<file path="src/rtl/cpu_ctrl_pkg.sv">
// Shared types for the cpu run-control block: FSM state and host command encodings.
package cpu_ctrl_pkg;

    typedef enum logic [2:0] {
        ST_IDLE   = 3'd0,
        ST_CPURST = 3'd1,
        ST_RUN    = 3'd2,
        ST_STEP   = 3'd3,
        ST_HALT   = 3'd4
    } state_t;

    typedef enum logic [1:0] {
        CMD_RESET = 2'd0,
        CMD_RUN   = 2'd1,
        CMD_STEP  = 2'd2,
        CMD_HALT  = 2'd3
    } cmd_op_t;

endpackage

</file>
<file path="src/rtl/cpu_prog_mem.sv">
// Program memory for the cpu: one synchronous write port, one combinational read port.
module cpu_prog_mem #(
    parameter int ADDR_W = 4,
    parameter int DATA_W = 8
) (
    input  logic              clk,
    input  logic              we,
    input  logic [ADDR_W-1:0] waddr,
    input  logic [DATA_W-1:0] wdata,
    input  logic [ADDR_W-1:0] raddr,
    output logic [DATA_W-1:0] rdata
);

    logic [DATA_W-1:0] mem [2**ADDR_W];

    // NOTE: the array is deliberately not reset, so it stays a plain RAM and a
    // loaded program survives a run-control reset.
    always_ff @(posedge clk) begin
        if (we) begin
            mem[waddr] <= wdata;
        end
    end

    assign rdata = mem[raddr];

endmodule

</file>
<file path="src/rtl/cpu_run_ctrl.sv">
// Run-control for the cpu core: reset/run/step/halt sequencing, one address
// breakpoint, a saturating executed-cycle counter and the program-load port.
module cpu_run_ctrl
    import cpu_ctrl_pkg::*;
#(
    parameter int ADDR_W = 4,
    parameter int DATA_W = 8,
    parameter int CNT_W  = 16
) (
    input  logic              clk,
    input  logic              n_rst,
    input  logic              cmd_valid,
    output logic              cmd_ready,
    input  logic [1:0]        cmd_op,
    output logic              cmd_err,
    input  logic              wr_valid,
    output logic              wr_ready,
    input  logic [ADDR_W-1:0] wr_addr,
    input  logic [DATA_W-1:0] wr_data,
    input  logic              bp_en,
    input  logic [ADDR_W-1:0] bp_addr,
    input  logic [ADDR_W-1:0] cpu_addr,
    output logic [DATA_W-1:0] cpu_data,
    output logic              cpu_n_rst,
    output logic              cpu_en,
    output logic [2:0]        state,
    output logic [CNT_W-1:0]  cycle_cnt
);

    localparam logic [CNT_W-1:0] CNT_MAX = '1;

    state_t           state_q, state_d;
    logic             resume_q, resume_d;
    logic             cmd_err_d;
    logic [CNT_W-1:0] cnt_q;
    logic             cmd_fire;
    logic             bp_hit;
    cmd_op_t          op;

    assign op       = cmd_op_t'(cmd_op);
    assign cmd_fire = cmd_valid && cmd_ready;
    // The resume flag lets a halted-at-breakpoint program execute past that address.
    assign bp_hit   = bp_en && (cpu_addr == bp_addr) && !resume_q;

    // NOTE: every output of this block gets a default first, so no path through
    // the case statement can leave a signal unassigned and infer a latch.
    always_comb begin
        state_d   = state_q;
        resume_d  = resume_q;
        cmd_err_d = 1'b0;
        cmd_ready = 1'b0;
        wr_ready  = 1'b0;
        cpu_n_rst = 1'b1;
        cpu_en    = 1'b0;

        unique case (state_q)
            ST_IDLE: begin
                cpu_n_rst = 1'b0;
                cmd_ready = 1'b1;
                wr_ready  = 1'b1;
                if (cmd_fire) begin
                    case (op)
                        CMD_RUN:   state_d = ST_CPURST;
                        CMD_RESET: state_d = ST_IDLE;
                        default:   cmd_err_d = 1'b1;
                    endcase
                end
            end
            ST_CPURST: begin
                cpu_n_rst = 1'b0;
                resume_d  = 1'b0;
                state_d   = ST_RUN;
            end
            ST_RUN: begin
                cmd_ready = 1'b1;
                cpu_en    = !bp_hit;
                resume_d  = 1'b0;
                if (bp_hit) begin
                    state_d = ST_HALT;
                end
                if (cmd_fire) begin
                    case (op)
                        CMD_HALT:  state_d = ST_HALT;
                        CMD_RESET: state_d = ST_IDLE;
                        default:   cmd_err_d = 1'b1;
                    endcase
                end
            end
            ST_STEP: begin
                cpu_en  = 1'b1;
                state_d = ST_HALT;
            end
            ST_HALT: begin
                cmd_ready = 1'b1;
                wr_ready  = 1'b1;
                if (cmd_fire) begin
                    case (op)
                        CMD_RUN: begin
                            state_d  = ST_RUN;
                            resume_d = 1'b1;
                        end
                        CMD_STEP:  state_d = ST_STEP;
                        CMD_RESET: state_d = ST_IDLE;
                        default:   cmd_err_d = 1'b1;
                    endcase
                end
            end
            default: begin
                cpu_n_rst = 1'b0;
                state_d   = ST_IDLE;
            end
        endcase
    end

    // NOTE: state registers use non-blocking assignments so every flop samples
    // the pre-edge values regardless of statement order.
    always_ff @(posedge clk) begin
        if (!n_rst) begin
            state_q  <= ST_IDLE;
            resume_q <= 1'b0;
            cmd_err  <= 1'b0;
            cnt_q    <= '0;
        end else begin
            state_q  <= state_d;
            resume_q <= resume_d;
            cmd_err  <= cmd_err_d;
            if (state_q == ST_CPURST) begin
                cnt_q <= '0;
            end else if (cpu_en && (cnt_q != CNT_MAX)) begin
                cnt_q <= cnt_q + 1'b1;
            end
        end
    end

    assign state     = state_q;
    assign cycle_cnt = cnt_q;

    // A write racing a reset is dropped.
    cpu_prog_mem #(
        .ADDR_W (ADDR_W),
        .DATA_W (DATA_W)
    ) u_mem (
        .clk   (clk),
        .we    (wr_valid && wr_ready && n_rst),
        .waddr (wr_addr),
        .wdata (wr_data),
        .raddr (cpu_addr),
        .rdata (cpu_data)
    );

endmodule

</file>
<file path="config.mk">
export PLATFORM = sky130hd
export DESIGN_NAME = cpu_run_ctrl
export DESIGN_NICKNAME = d
export VERILOG_FILES = /design/src/rtl/cpu_ctrl_pkg.sv /design/src/rtl/cpu_prog_mem.sv /design/src/rtl/cpu_run_ctrl.sv
export SDC_FILE = /design/constraint.sdc
export NUM_CORES = 1
export LEC_CHECK = 0
export CORE_MARGIN = 4
export CORE_UTILIZATION = 35
export CTS_BUF_LIST = sky130_fd_sc_hd__clkbuf_4
export CTS_CLUSTER_DIAMETER = 150
export DETAILED_ROUTE_END_ITERATION = 10
export PLACE_DENSITY = 0.58
export SYNTH_ARGS = -nofsm -noshare
export SYNTH_HDL_FRONTEND = slang
export SYNTH_SLANG_ARGS = --single-unit
export TNS_END_PERCENT = 50
</file>
<file path="constraint.sdc">
create_clock -name clk -period 3.8 [get_ports clk]
set_clock_uncertainty 0.2 [all_clocks]
set_input_delay 0.38 -clock clk [delete_from_list [all_inputs] [get_ports clk]]
set_output_delay 0.38 -clock clk [all_outputs]
set_load 0.1 [all_outputs]
</file>
### Wiring heat map

Scale: 3 px per um. 28 x 28 tiles, from dark purple (low) to yellow (high), scaled to the fullest tile. Values are wire area over tile area, all layers added.
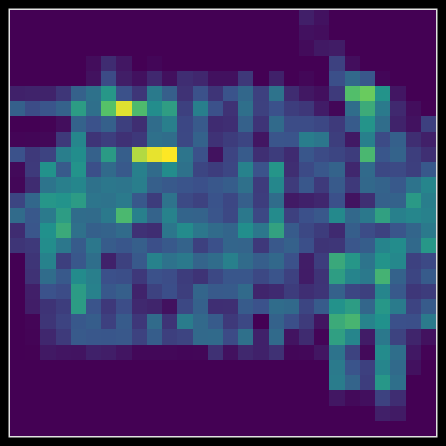
- tiles over half the peak: 5.7%
- mean over tiles: 0.10
- emptiest ninth of the die: lower left
- nearly empty tiles: 33%
- fullest tile: 0.56

### Cell outlines without signal wires

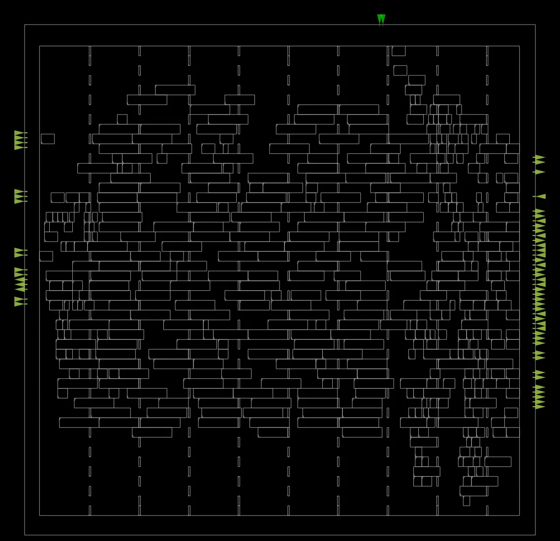
Tap Cells: 225
# fillers: 1544
sequential share of cell area: 0.564
row cnt: 48

### Floorplan with the power grid

Scale: 3 px per um. Pins as bars on the die edge.
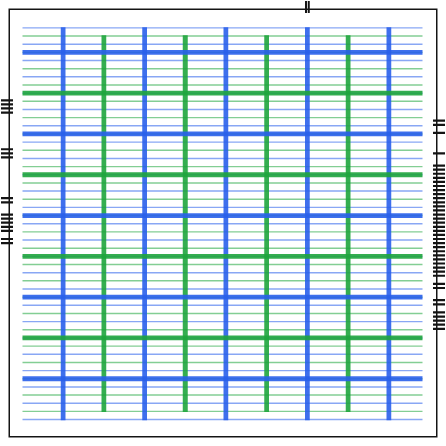
- VDD: green
- VSS: blue
- met4 straps: 9
- met1 rails: 49
- met5 straps: 9
Max VDD drop: 0.200 mV
Die Y: 142 um
core area: 17400 um^2
Die W: 142 um

### Cells by drive strength

Scale: 2 px per um.
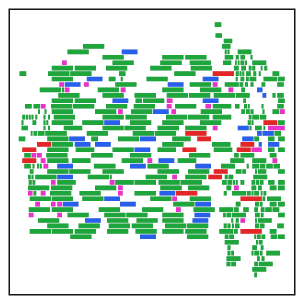
- x1 and smaller: green (cells 357; share 80%; most used edfxtp_1)
- x2: blue (cells 36; share 8.1%; most used mux4_2)
- x3 and x4: magenta (cells 39; share 8.7%; most used clkbuf_4)
- x6 and larger: red (cells 15; share 3.4%; most used buf_12)

### A small window of the routed layout

Region (46, 74) to (96, 124) um. Cells in gray, sequential cells in the stronger gray; small squares are vias.
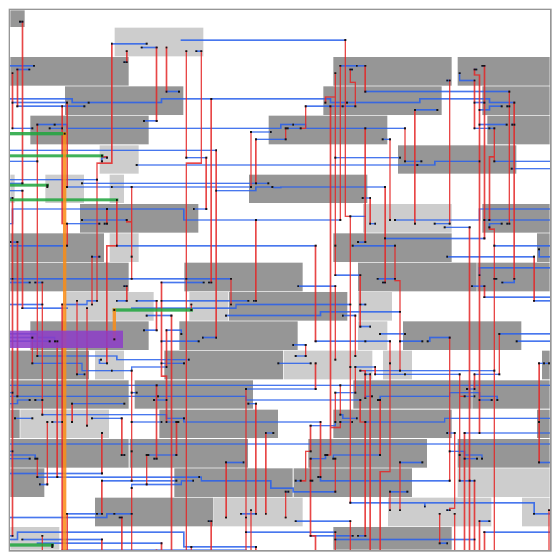
- M3: green
- M5: purple
- M4: orange
- M2: red
- M1: blue
- netlist names of flops here include: `u_mem.mem` (39)
- most frequent: edfxtp_1 (39), mux4_2 (7), clkbuf_4 (4)
- cells with their middle in the window: 57
- sequential cells in the window: 39

[worst min path at each step]
stage | endpoint | slack, ns | cells after the start | from
6_report | cmd_err | 0.27 | 3 | cmd_valid
5_1_grt | cmd_err | 0.23 | 3 | cmd_valid
3_5_place_dp | cycle_cnt[7] | 0.31 | 2 | cycle_cnt[7]
2_1_floorplan | u_mem.mem[0][0] | 0.28 | 0 | wr_data[0]
3_3_place_gp | cycle_cnt[7] | 0.29 | 2 | cycle_cnt[7]
4_1_cts | cmd_err | 0.21 | 3 | cmd_valid
[routing by layer]
layer / vias to the layer above / track usage
met2: 102 / 0.217
met3: 8 / 0.0524
met1: 1785 / 0.172
met5: - / 0
met4: 4 / 0.0379
li1: 1614 / -
[cells in the mapped netlist, drive strengths merged]
| cell | count |
|---|---|
| o21a | 1 |
| a31oi | 1 |
| or4 | 8 |
| and3 | 4 |
| nor2 | 23 |
| nor2b | 2 |
| nor3 | 6 |
| and2 | 3 |
| edfxtp | 128 |
| o21ai | 11 |
| nand4 | 6 |
| nor4b | 1 |
| nand2b | 4 |
| a21o | 1 |
| o31ai | 10 |
| buf | 12 |
| ha | 5 |
| xor2 | 4 |
| clkbuf | 5 |
| a221o | 1 |
| a21oi | 17 |
| a21boi | 2 |
| a211oi | 2 |
| and4 | 1 |
| dfxtp | 21 |
| o31a | 1 |
| mux2i | 1 |
| nand2 | 20 |
| xnor2 | 1 |
| inv | 5 |
| nand3 | 5 |
| nor4 | 3 |
| or3 | 6 |
| mux4 | 40 |
[flip-flops by register name, indices dropped and copies added (netlist names)]
register and flops:
state 3, resume_q 1, cmd_err 1, cycle_cnt 16, u_mem.mem 128
[worst max-delay path, stage by stage, from the launching register on]
cell and delay [ns]:
dfxtp_1 0.45, nor2_2 0.32, clkdlybuf4s50_1 1.20
==> impl_metrics.env <==
# yosys + openroad results
export IMPL_status="complete, no violations"
export IMPL_post_cts_buffers=0
export IMPL_non_clock_inverter_count=5
export IMPL_buffer_area_frac=0.102
export IMPL_comb_share=0.248
export IMPL_drt_iter0_markers=179
export IMPL_cp_end_kind="output pin"
export IMPL_internal_power_w=0.00254
export IMPL_fmaxAchievable_mhz=325
export IMPL_postPlaceCellArea_um2=7210
export IMPL_route_layer_met1_wl_mm=5.47
export IMPL_root_buffer="clkbuf_4"
export IMPL_rsz0062_at_grt="false"
export IMPL_grt_pass1_vias=3664
export IMPL_dpl_cell_count=640
export IMPL_top_power_group="registers"
export IMPL_mostFrequentLayoutCell="edfxtp_1"
export IMPL_wl_per_cell_um=19.3
export IMPL_r2r_start="state[1]"
export IMPL_worst_pin_slew_ns=1.14
export IMPL_final_cells=672
export IMPL_p_switching_w=0.000746
export IMPL_cts_sinks=149
export IMPL_ys_ff=149
export IMPL_gp_congestion=0.746
export IMPL_p_seq_frac=0.545
export IMPL_ios=59
export IMPL_biggestCellCategory="registers"
export IMPL_fin_crit_sh=0.810
export IMPL_drtAntennaViolNets=0
export IMPL_power_w=0.00328
export IMPL_met2_length_mm=6.51
export IMPL_n_sequential_cell=149
export IMPL_adder_share=0.00996
export IMPL_finish_instance_area_um2=7560
export IMPL_die_area_um2=20200
export IMPL_ys_cells=361
export IMPL_synth_area_mux_share=0.152
export IMPL_htree_levels=4
export IMPL_cp_arrival_ns=2.50
export IMPL_wl_met3_um=901
export IMPL_comb_area_um2=1880
export IMPL_hpwl_mm=9.17
export IMPL_grt_remaining_overflow=0
export IMPL_fin_nets=466
export IMPL_buffers=71
export IMPL_setup_viol=0
export IMPL_track_usage=0.135
export IMPL_clockBufferDepth=2
export IMPL_grt_max_degree=34
export IMPL_synthesis_nets=393
export IMPL_rr_endpoint="u_mem.mem[8][1]"
export IMPL_ys_sh_aoi=0.0466
export IMPL_hold_class="input pin to flip-flop"
export IMPL_pre_cts_ws_ns=0.707
export IMPL_insertion_delay_ns=0.53
export IMPL_maxCapViolCount=0
export IMPL_switching_share=0.227
export IMPL_nClkBuffers=22
export IMPL_num_vias=3513
export IMPL_clkCellAreaFrac=0.0455
export IMPL_numCtsBuffers=17
export IMPL_comb_power_w=0.000345
export IMPL_synthXorXnorAreaFrac=0.0118
export IMPL_logic_family="multiplexers"
export IMPL_fin_util=0.434
export IMPL_ys_sh_simple=0.0781
export IMPL_clk_power_w=0.00115
export IMPL_period_needed_ns=3.08
export IMPL_yosysUniqueCellTypes=42
export IMPL_worst_setup_path_type="flip-flop to output pin"
export IMPL_slew_violations=0
export IMPL_drive_above_1_share=0.201
export IMPL_seq_area_um2=4260
export IMPL_clk_pin_slew_ns=0.12
export IMPL_vias_per_cell=5.23
export IMPL_dr_pass1_iters=4
export IMPL_cp_startpoint="state[1]"
export IMPL_post_cts_resized=0
export IMPL_pwr_share_clk=0.350
export IMPL_netlist_area_um2=6280
export IMPL_yosysSeqAreaShare=0.679
export IMPL_cellLeakagePower_nw=2.43
export IMPL_synthesis_instances=361
export IMPL_comb_cells=190
export IMPL_ys_area_um2=6280
export IMPL_area_delta_synth_final_pct=20.3
export IMPL_io_buffer_count=58
export IMPL_powerSeq_w=0.00179
export IMPL_crit_fanout=12
export IMPL_routed_top_layer="met5"
export IMPL_cts_hold_buf=0
export IMPL_start_kind="flip-flop"
export IMPL_drt_wl_total_mm=13.0
export IMPL_ys_warn_count=0
export IMPL_area_leaders="edfxtp_1 61%, mux4_2 10%, dfxtp_1 6.7%, mux4_1 5.0%, a21oi_1 1.4%"
export IMPL_top_cell_area_share=0.612
export IMPL_r2r_cells=4
export IMPL_slew_limit_headroom=0.232
export IMPL_final_hold_violation_count=0
export IMPL_cts_tree="built"
export IMPL_num_antenna_cells=0
export IMPL_powerDensity_nw_per_um2=434
export IMPL_warnings=29
export IMPL_required_ns=3.22
export IMPL_finalWorstSetupSlack_ns=0.724
export IMPL_initCoreUtil=0.361
export IMPL_drc=0
export IMPL_antenna_found_initial=2
export IMPL_avgSynthCellArea_um2=17.4
export IMPL_fin_setup_tns_ns=0
export IMPL_pwr_share_comb=0.105
export IMPL_grt_pass1_wl_mm=20.3
export IMPL_layout_top_cells="128 x edfxtp_1, 47 x clkdlybuf4s50_1, 28 x mux4_2, 22 x nor2_1, 22 x clkbuf_4"
export IMPL_hold_ws_ns=0.266
export IMPL_top_area_cell="edfxtp_1"
export IMPL_r2r_setup_slack_ns=0.99
export IMPL_critPathCapture="wr_ready"
